Fig. 1: sizing map
(2 px per um)
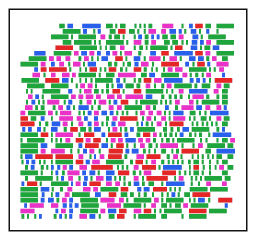
Fig. 2: placed standard cells
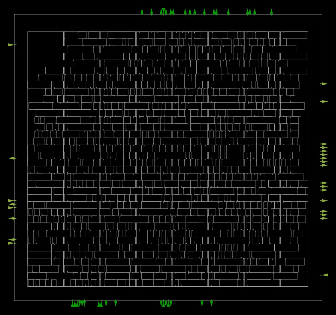
### src/rtl/util_sequences_sync_ctrl_if.sv
// Stream bundle around the sync controller: the upstream stream (s_axis_*) going in and
// the frame-aligned stream (m_axis_*) coming out. The controller takes the slave view;
// the master view belongs to whatever drives the input and consumes the output.
interface util_sequences_sync_ctrl_if #(
    parameter int unsigned TDATA_WIDTH = 8
) ();

    logic                   s_axis_tvalid;
    logic [TDATA_WIDTH-1:0] s_axis_tdata;
    logic                   s_axis_tready;

    logic                   m_axis_tvalid;
    logic [TDATA_WIDTH-1:0] m_axis_tdata;
    logic                   m_axis_tuser;
    logic                   m_axis_tlast;
    logic                   m_axis_tready;

    modport master (
        output s_axis_tvalid,
        output s_axis_tdata,
        input  s_axis_tready,
        input  m_axis_tvalid,
        input  m_axis_tdata,
        input  m_axis_tuser,
        input  m_axis_tlast,
        output m_axis_tready
    );

    modport slave (
        input  s_axis_tvalid,
        input  s_axis_tdata,
        output s_axis_tready,
        output m_axis_tvalid,
        output m_axis_tdata,
        output m_axis_tuser,
        output m_axis_tlast,
        input  m_axis_tready
    );

endinterface

### src/rtl/util_sequences_sync_ctrl.sv
// Frame-alignment controller: hunts for a fixed sync header, confirms it over LOCK_CNT
// frames, then forwards whole aligned frames with tuser on the first beat and tlast on
// the last. Beats are dropped (not stalled) whenever forwarding is off.
module util_sequences_sync_ctrl #(
    parameter int unsigned TDATA_WIDTH   = 8,
    parameter int unsigned SEQUENCES_LEN = 4,
    parameter logic [SEQUENCES_LEN*TDATA_WIDTH-1:0] SEQUENCES_PACK = '0,
    parameter int unsigned FRAME_LEN     = 256,
    parameter int unsigned LOCK_CNT      = 3,
    parameter int unsigned UNLOCK_CNT    = 2,
    parameter int unsigned CNT_WIDTH     = 16
) (
    input  logic                      clk,
    input  logic                      rstn,
    input  logic                      en,
    util_sequences_sync_ctrl_if.slave axis,
    output logic                      locked,
    output logic [1:0]                state,
    output logic [CNT_WIDTH-1:0]      err_cnt,
    output logic [CNT_WIDTH-1:0]      frame_cnt
);

    localparam int unsigned BcntW   = (FRAME_LEN > 1) ? $clog2(FRAME_LEN) : 1;
    localparam int unsigned HitW    = $clog2(LOCK_CNT + 1);
    localparam int unsigned MissW   = $clog2(UNLOCK_CNT + 1);
    // Keep at least one history slot so the array is never zero-sized.
    localparam int unsigned HistLen = (SEQUENCES_LEN > 1) ? SEQUENCES_LEN - 1 : 1;

    localparam logic [BcntW-1:0] CheckBeat    = BcntW'(SEQUENCES_LEN - 1);
    localparam logic [BcntW-1:0] HeaderEnd    = BcntW'(SEQUENCES_LEN);
    localparam logic [BcntW-1:0] LastBeat     = BcntW'(FRAME_LEN - 1);
    localparam logic [HitW-1:0]  LockHits     = HitW'(LOCK_CNT);
    localparam logic [MissW-1:0] UnlockMisses = MissW'(UNLOCK_CNT);

    typedef enum logic [1:0] {
        StHunt  = 2'd0,
        StCheck = 2'd1,
        StLock  = 2'd2
    } state_e;

    state_e                 state_q, state_d;
    logic [BcntW-1:0]       bcnt_q, bcnt_d;
    logic [HitW-1:0]        hit_cnt_q, hit_cnt_d;
    logic [MissW-1:0]       miss_cnt_q, miss_cnt_d;
    logic [CNT_WIDTH-1:0]   err_cnt_q, err_cnt_d;
    logic [CNT_WIDTH-1:0]   frame_cnt_q, frame_cnt_d;
    logic                   aligned_q, aligned_d;
    logic [TDATA_WIDTH-1:0] hist_q [HistLen];
    logic [TDATA_WIDTH-1:0] hist_d [HistLen];

    logic fwd;
    logic s_ready;
    logic m_valid;
    logic m_last;
    logic acc;
    logic hit;
    logic check_beat;
    logic last_beat;
    logic frame_done;

    assign fwd        = (state_q == StLock) & aligned_q;
    assign s_ready    = fwd ? axis.m_axis_tready : 1'b1;
    assign acc        = axis.s_axis_tvalid & s_ready;
    assign check_beat = (bcnt_q == CheckBeat);
    assign last_beat  = (bcnt_q == LastBeat);
    assign m_valid    = axis.s_axis_tvalid & fwd;
    assign m_last     = fwd & last_beat;
    assign frame_done = m_valid & axis.m_axis_tready & m_last;

    assign axis.s_axis_tready = s_ready;
    assign axis.m_axis_tvalid = m_valid;
    assign axis.m_axis_tdata  = axis.s_axis_tdata;
    assign axis.m_axis_tuser  = fwd & (bcnt_q == '0);
    assign axis.m_axis_tlast  = m_last;

    assign locked    = (state_q == StLock);
    assign state     = state_q;
    assign err_cnt   = err_cnt_q;
    assign frame_cnt = frame_cnt_q;

    // Header match: history (oldest first) followed by the current beat.
    always_comb begin
        hit = (axis.s_axis_tdata ==
               SEQUENCES_PACK[(SEQUENCES_LEN-1)*TDATA_WIDTH +: TDATA_WIDTH]);
        for (int i = 0; i < int'(SEQUENCES_LEN) - 1; i++) begin
            if (hist_q[i] != SEQUENCES_PACK[i*TDATA_WIDTH +: TDATA_WIDTH]) begin
                hit = 1'b0;
            end
        end
    end

    // Next-state: hunt/check/lock sequencing, beat counter, history and status counters.
    always_comb begin
        state_d     = state_q;
        bcnt_d      = bcnt_q;
        hit_cnt_d   = hit_cnt_q;
        miss_cnt_d  = miss_cnt_q;
        err_cnt_d   = err_cnt_q;
        frame_cnt_d = frame_cnt_q;
        aligned_d   = aligned_q;
        hist_d      = hist_q;

        if (acc) begin
            bcnt_d = last_beat ? '0 : bcnt_q + BcntW'(1);
            for (int i = 0; i < int'(HistLen) - 1; i++) begin
                hist_d[i] = hist_q[i+1];
            end
            hist_d[HistLen-1] = axis.s_axis_tdata;

            unique case (state_q)
                StHunt: begin
                    if (hit) begin
                        // Re-phase the counter so the next beat is the first payload beat.
                        bcnt_d     = HeaderEnd;
                        hit_cnt_d  = HitW'(1);
                        miss_cnt_d = '0;
                        state_d    = (LOCK_CNT == 1) ? StLock : StCheck;
                    end
                end
                StCheck: begin
                    if (check_beat) begin
                        if (hit) begin
                            hit_cnt_d = hit_cnt_q + HitW'(1);
                            if (hit_cnt_q + HitW'(1) == LockHits) begin
                                state_d    = StLock;
                                miss_cnt_d = '0;
                            end
                        end else begin
                            state_d   = StHunt;
                            hit_cnt_d = '0;
                        end
                    end
                end
                StLock: begin
                    // Forwarding starts on the next frame boundary, never mid-frame.
                    if (last_beat) begin
                        aligned_d = 1'b1;
                    end
                    if (check_beat) begin
                        if (hit) begin
                            miss_cnt_d = '0;
                        end else begin
                            if (err_cnt_q != '1) begin
                                err_cnt_d = err_cnt_q + CNT_WIDTH'(1);
                            end
                            miss_cnt_d = miss_cnt_q + MissW'(1);
                            if (miss_cnt_q + MissW'(1) == UnlockMisses) begin
                                state_d   = StHunt;
                                aligned_d = 1'b0;
                                hit_cnt_d = '0;
                            end
                        end
                    end
                end
                default: begin
                    state_d   = StHunt;
                    aligned_d = 1'b0;
                end
            endcase
        end

        if (frame_done && (frame_cnt_q != '1)) begin
            frame_cnt_d = frame_cnt_q + CNT_WIDTH'(1);
        end

        if (!en) begin
            state_d     = StHunt;
            bcnt_d      = '0;
            hit_cnt_d   = '0;
            miss_cnt_d  = '0;
            err_cnt_d   = '0;
            frame_cnt_d = '0;
            aligned_d   = 1'b0;
            hist_d      = '{default: '0};
        end
    end

    // State register with asynchronous clear.
    always_ff @(posedge clk or negedge rstn) begin
        if (!rstn) begin
            state_q     <= StHunt;
            bcnt_q      <= '0;
            hit_cnt_q   <= '0;
            miss_cnt_q  <= '0;
            err_cnt_q   <= '0;
            frame_cnt_q <= '0;
            aligned_q   <= 1'b0;
            hist_q      <= '{default: '0};
        end else begin
            state_q     <= state_d;
            bcnt_q      <= bcnt_d;
            hit_cnt_q   <= hit_cnt_d;
            miss_cnt_q  <= miss_cnt_d;
            err_cnt_q   <= err_cnt_d;
            frame_cnt_q <= frame_cnt_d;
            aligned_q   <= aligned_d;
            hist_q      <= hist_d;
        end
    end

endmodule

### src/flat_wrapper.sv
// flat-port wrapper written by rule: the top's interface ports become plain ports
module util_sequences_sync_ctrl_flat 
#(
    parameter int unsigned TDATA_WIDTH   = 8,
    parameter int unsigned SEQUENCES_LEN = 4,
    parameter logic [SEQUENCES_LEN*TDATA_WIDTH-1:0] SEQUENCES_PACK = '0,
    parameter int unsigned FRAME_LEN     = 256,
    parameter int unsigned LOCK_CNT      = 3,
    parameter int unsigned UNLOCK_CNT    = 2,
    parameter int unsigned CNT_WIDTH     = 16
)
  (clk, rstn, en, locked, state, err_cnt, frame_cnt, axis_s_axis_tvalid, axis_s_axis_tdata, axis_s_axis_tready, axis_m_axis_tvalid, axis_m_axis_tdata, axis_m_axis_tuser, axis_m_axis_tlast, axis_m_axis_tready);
  util_sequences_sync_ctrl_if #(.TDATA_WIDTH(TDATA_WIDTH)) axis_i ();
  input  logic clk;
  input  logic rstn;
  input  logic en;
  output logic locked;
  output logic [1:0] state;
  output logic [CNT_WIDTH-1:0] err_cnt;
  output logic [CNT_WIDTH-1:0] frame_cnt;
  input wire logic [$bits(axis_i.s_axis_tvalid)-1:0] axis_s_axis_tvalid;
  input wire logic [$bits(axis_i.s_axis_tdata)-1:0] axis_s_axis_tdata;
  output wire logic [$bits(axis_i.s_axis_tready)-1:0] axis_s_axis_tready;
  output wire logic [$bits(axis_i.m_axis_tvalid)-1:0] axis_m_axis_tvalid;
  output wire logic [$bits(axis_i.m_axis_tdata)-1:0] axis_m_axis_tdata;
  output wire logic [$bits(axis_i.m_axis_tuser)-1:0] axis_m_axis_tuser;
  output wire logic [$bits(axis_i.m_axis_tlast)-1:0] axis_m_axis_tlast;
  input wire logic [$bits(axis_i.m_axis_tready)-1:0] axis_m_axis_tready;
  assign axis_i.s_axis_tvalid = axis_s_axis_tvalid;
  assign axis_i.s_axis_tdata = axis_s_axis_tdata;
  assign axis_s_axis_tready = axis_i.s_axis_tready;
  assign axis_m_axis_tvalid = axis_i.m_axis_tvalid;
  assign axis_m_axis_tdata = axis_i.m_axis_tdata;
  assign axis_m_axis_tuser = axis_i.m_axis_tuser;
  assign axis_m_axis_tlast = axis_i.m_axis_tlast;
  assign axis_i.m_axis_tready = axis_m_axis_tready;
  util_sequences_sync_ctrl #(.TDATA_WIDTH(TDATA_WIDTH), .SEQUENCES_LEN(SEQUENCES_LEN), .SEQUENCES_PACK(SEQUENCES_PACK), .FRAME_LEN(FRAME_LEN), .LOCK_CNT(LOCK_CNT), .UNLOCK_CNT(UNLOCK_CNT), .CNT_WIDTH(CNT_WIDTH)) u_core (.clk(clk), .rstn(rstn), .en(en), .axis(axis_i), .locked(locked), .state(state), .err_cnt(err_cnt), .frame_cnt(frame_cnt));
endmodule
### config.mk
export PLATFORM = sky130hd
export DESIGN_NAME = util_sequences_sync_ctrl_flat
export DESIGN_NICKNAME = d
export VERILOG_FILES = /design/src/rtl/util_sequences_sync_ctrl_if.sv /design/src/rtl/util_sequences_sync_ctrl.sv /design/src/flat_wrapper.sv
export SDC_FILE = /design/constraint.sdc
export NUM_CORES = 1
export LEC_CHECK = 0
export ABC_AREA = 1
export CAP_MARGIN = 20
export CELL_PAD_IN_SITES_DETAIL_PLACEMENT = 1
export CELL_PAD_IN_SITES_GLOBAL_PLACEMENT = 1
export CORE_AREA = 5 5 113 105
export CTS_CLUSTER_SIZE = 14
export DETAILED_ROUTE_END_ITERATION = 10
export DIE_AREA = 0 0 118 110
export PLACE_DENSITY = 0.9
export SETUP_SLACK_MARGIN = 0.15
export SYNTH_ARGS = -nofsm -noshare
export SYNTH_HDL_FRONTEND = slang
export SYNTH_SLANG_ARGS = --single-unit
### constraint.sdc
create_clock -name clk -period 2.1 [get_ports clk]
set_clock_uncertainty 0.2 [all_clocks]
set_input_delay 0.63 -clock clk [delete_from_list [all_inputs] [get_ports clk]]
set_output_delay 0.63 -clock clk [all_outputs]
set_load 0.01 [all_outputs]
==> impl_metrics.json <==
{
  "whs_ns": 0.0847,
  "ir_drop_v": 0.000831,
  "powerDensity_nw_per_um2": 604,
  "yosys.area_share.simple": 0.327,
  "yosys.cell_types.count": 30,
  "violations": "negative setup slack",
  "grt_remaining_overflow": 0,
  "drtAntennaViolNets": 0,
  "track_usage": 0.272,
  "holdBufCountCts": 0,
  "fin_ws_ns": -0.295,
  "drc": 0,
  "numSynthFlops": 71,
  "fin_setup_tns_ns": -5.88,
  "fp_nets": 586,
  "io_buffers": 59,
  "status": "finished with violations",
  "num_rows": 36,
  "slew_viol_final": 0,
  "area_leaders": "dfrtp_1 (43%), nand2_1 (14%), nor2_1 (8.1%), inv_1 (5.7%), o21ai_0 (4.3%)",
  "clockBufferDepth": 2,
  "critical_path.max_fanout": 2,
  "max_cap_violations": 0,
  "worstPathArrival_ns": 1.57,
  "setup_viol": 49,
  "ys_area_sq_um": 4120,
  "cp-start-kind": "flip-flop",
  "yosys_cells": 563,
  "flop_cell": "dfrtp_1",
  "ys_sh_mux": 0,
  "place_inst": 804,
  "fillers": 1229,
  "min_period_ns": 2.40,
  "period_used_share": 1.14,
  "antenna_cells": 0,
  "grt_pass1_wl_mm": 27.7
}
Notes on Fig. 1 above:
- _2 cells: blue (cells 131; share 18%; most used nand2_2)
- _6 and larger: red (cells 58; share 7.8%; most used buf_6)
- _3 and _4 cells: magenta (cells 141; share 19%; most used buf_4)
- _0 and _1 cells: green (cells 409; share 55%; most used nand2_1)

Notes on Fig. 2 above:
Seq/total area: 0.261
Cell Count, Final, Fillers Out: 872
n_taps: 133

## per-layer routing
layer / up-vias / global-route usage / part of all wire
met3: 118 / 0.0709 / 0.061
met4: 0 / 0.141 / 0.067
met5: - / 0 / 0
met2: 291 / 0.517 / 0.50
li1: 2142 / - / -
met1: 2655 / 0.278 / 0.37
## power by group
| part | internal (W) | switching [W] | leakage [nW] |
|---|---|---|---|
| Combinational | 0.000381 | 0.000579 | 2.07 |
| Clock | 0.00104 | 0.000675 | 0.148 |
| Sequential | 0.00141 | 0.0000428 | 0.963 |
| Total | 0.00284 | 0.00130 | 3.18 |
## per-stage QoR
step	instance area, sq um	power, W
2_1_floorplan	4140	0.00176
3_3_place_gp	5310	0.00202
3_5_place_dp	5310	0.00206
4_1_cts	6000	0.00379
5_1_grt	6850	0.00425
6_report	6850	0.00413
## final timing paths
check                                              endpoint  slack [ns]  cells after the start
max                                       axis_m_axis_tlast       -0.30                      6
min                           u_core.hist_q[19]$_DFFE_PN0N_        0.08                      2
max reg2reg                  u_core.err_cnt[14]$_DFFE_PN0P_       -0.23                     11
min reg2reg                   u_core.hist_q[18]$_DFFE_PN0N_        0.34                      2
max in group asynchronous  u_core.frame_cnt[10]$_DFFE_PN0P_        1.24                      2
min in group clk              u_core.hist_q[18]$_DFFE_PN0N_        0.34                      2
## cell type report
type	instances	area (sq um)	share of cell area
clock inverters	7	96.3	0.0141
inverters	66	292	0.0426
multi-input cells	407	2730	0.398
repair inverters	1	16.3	0.00238
repair buffers	178	1540	0.224
clock buffers	9	225	0.0329
flip-flops and latches	71	1790	0.261
well taps	133	166	0.0243
## critical path: stages, from the launching register on
cell	delay (ns)
dfrtp_1	0.40
ha_2	0.22
nand2_2	0.08
nor3_4	0.14
nand2_2	0.11
nor2_4	0.14
buf_6	0.12
No activity file was given, so power comes from the tool's default toggle rates.
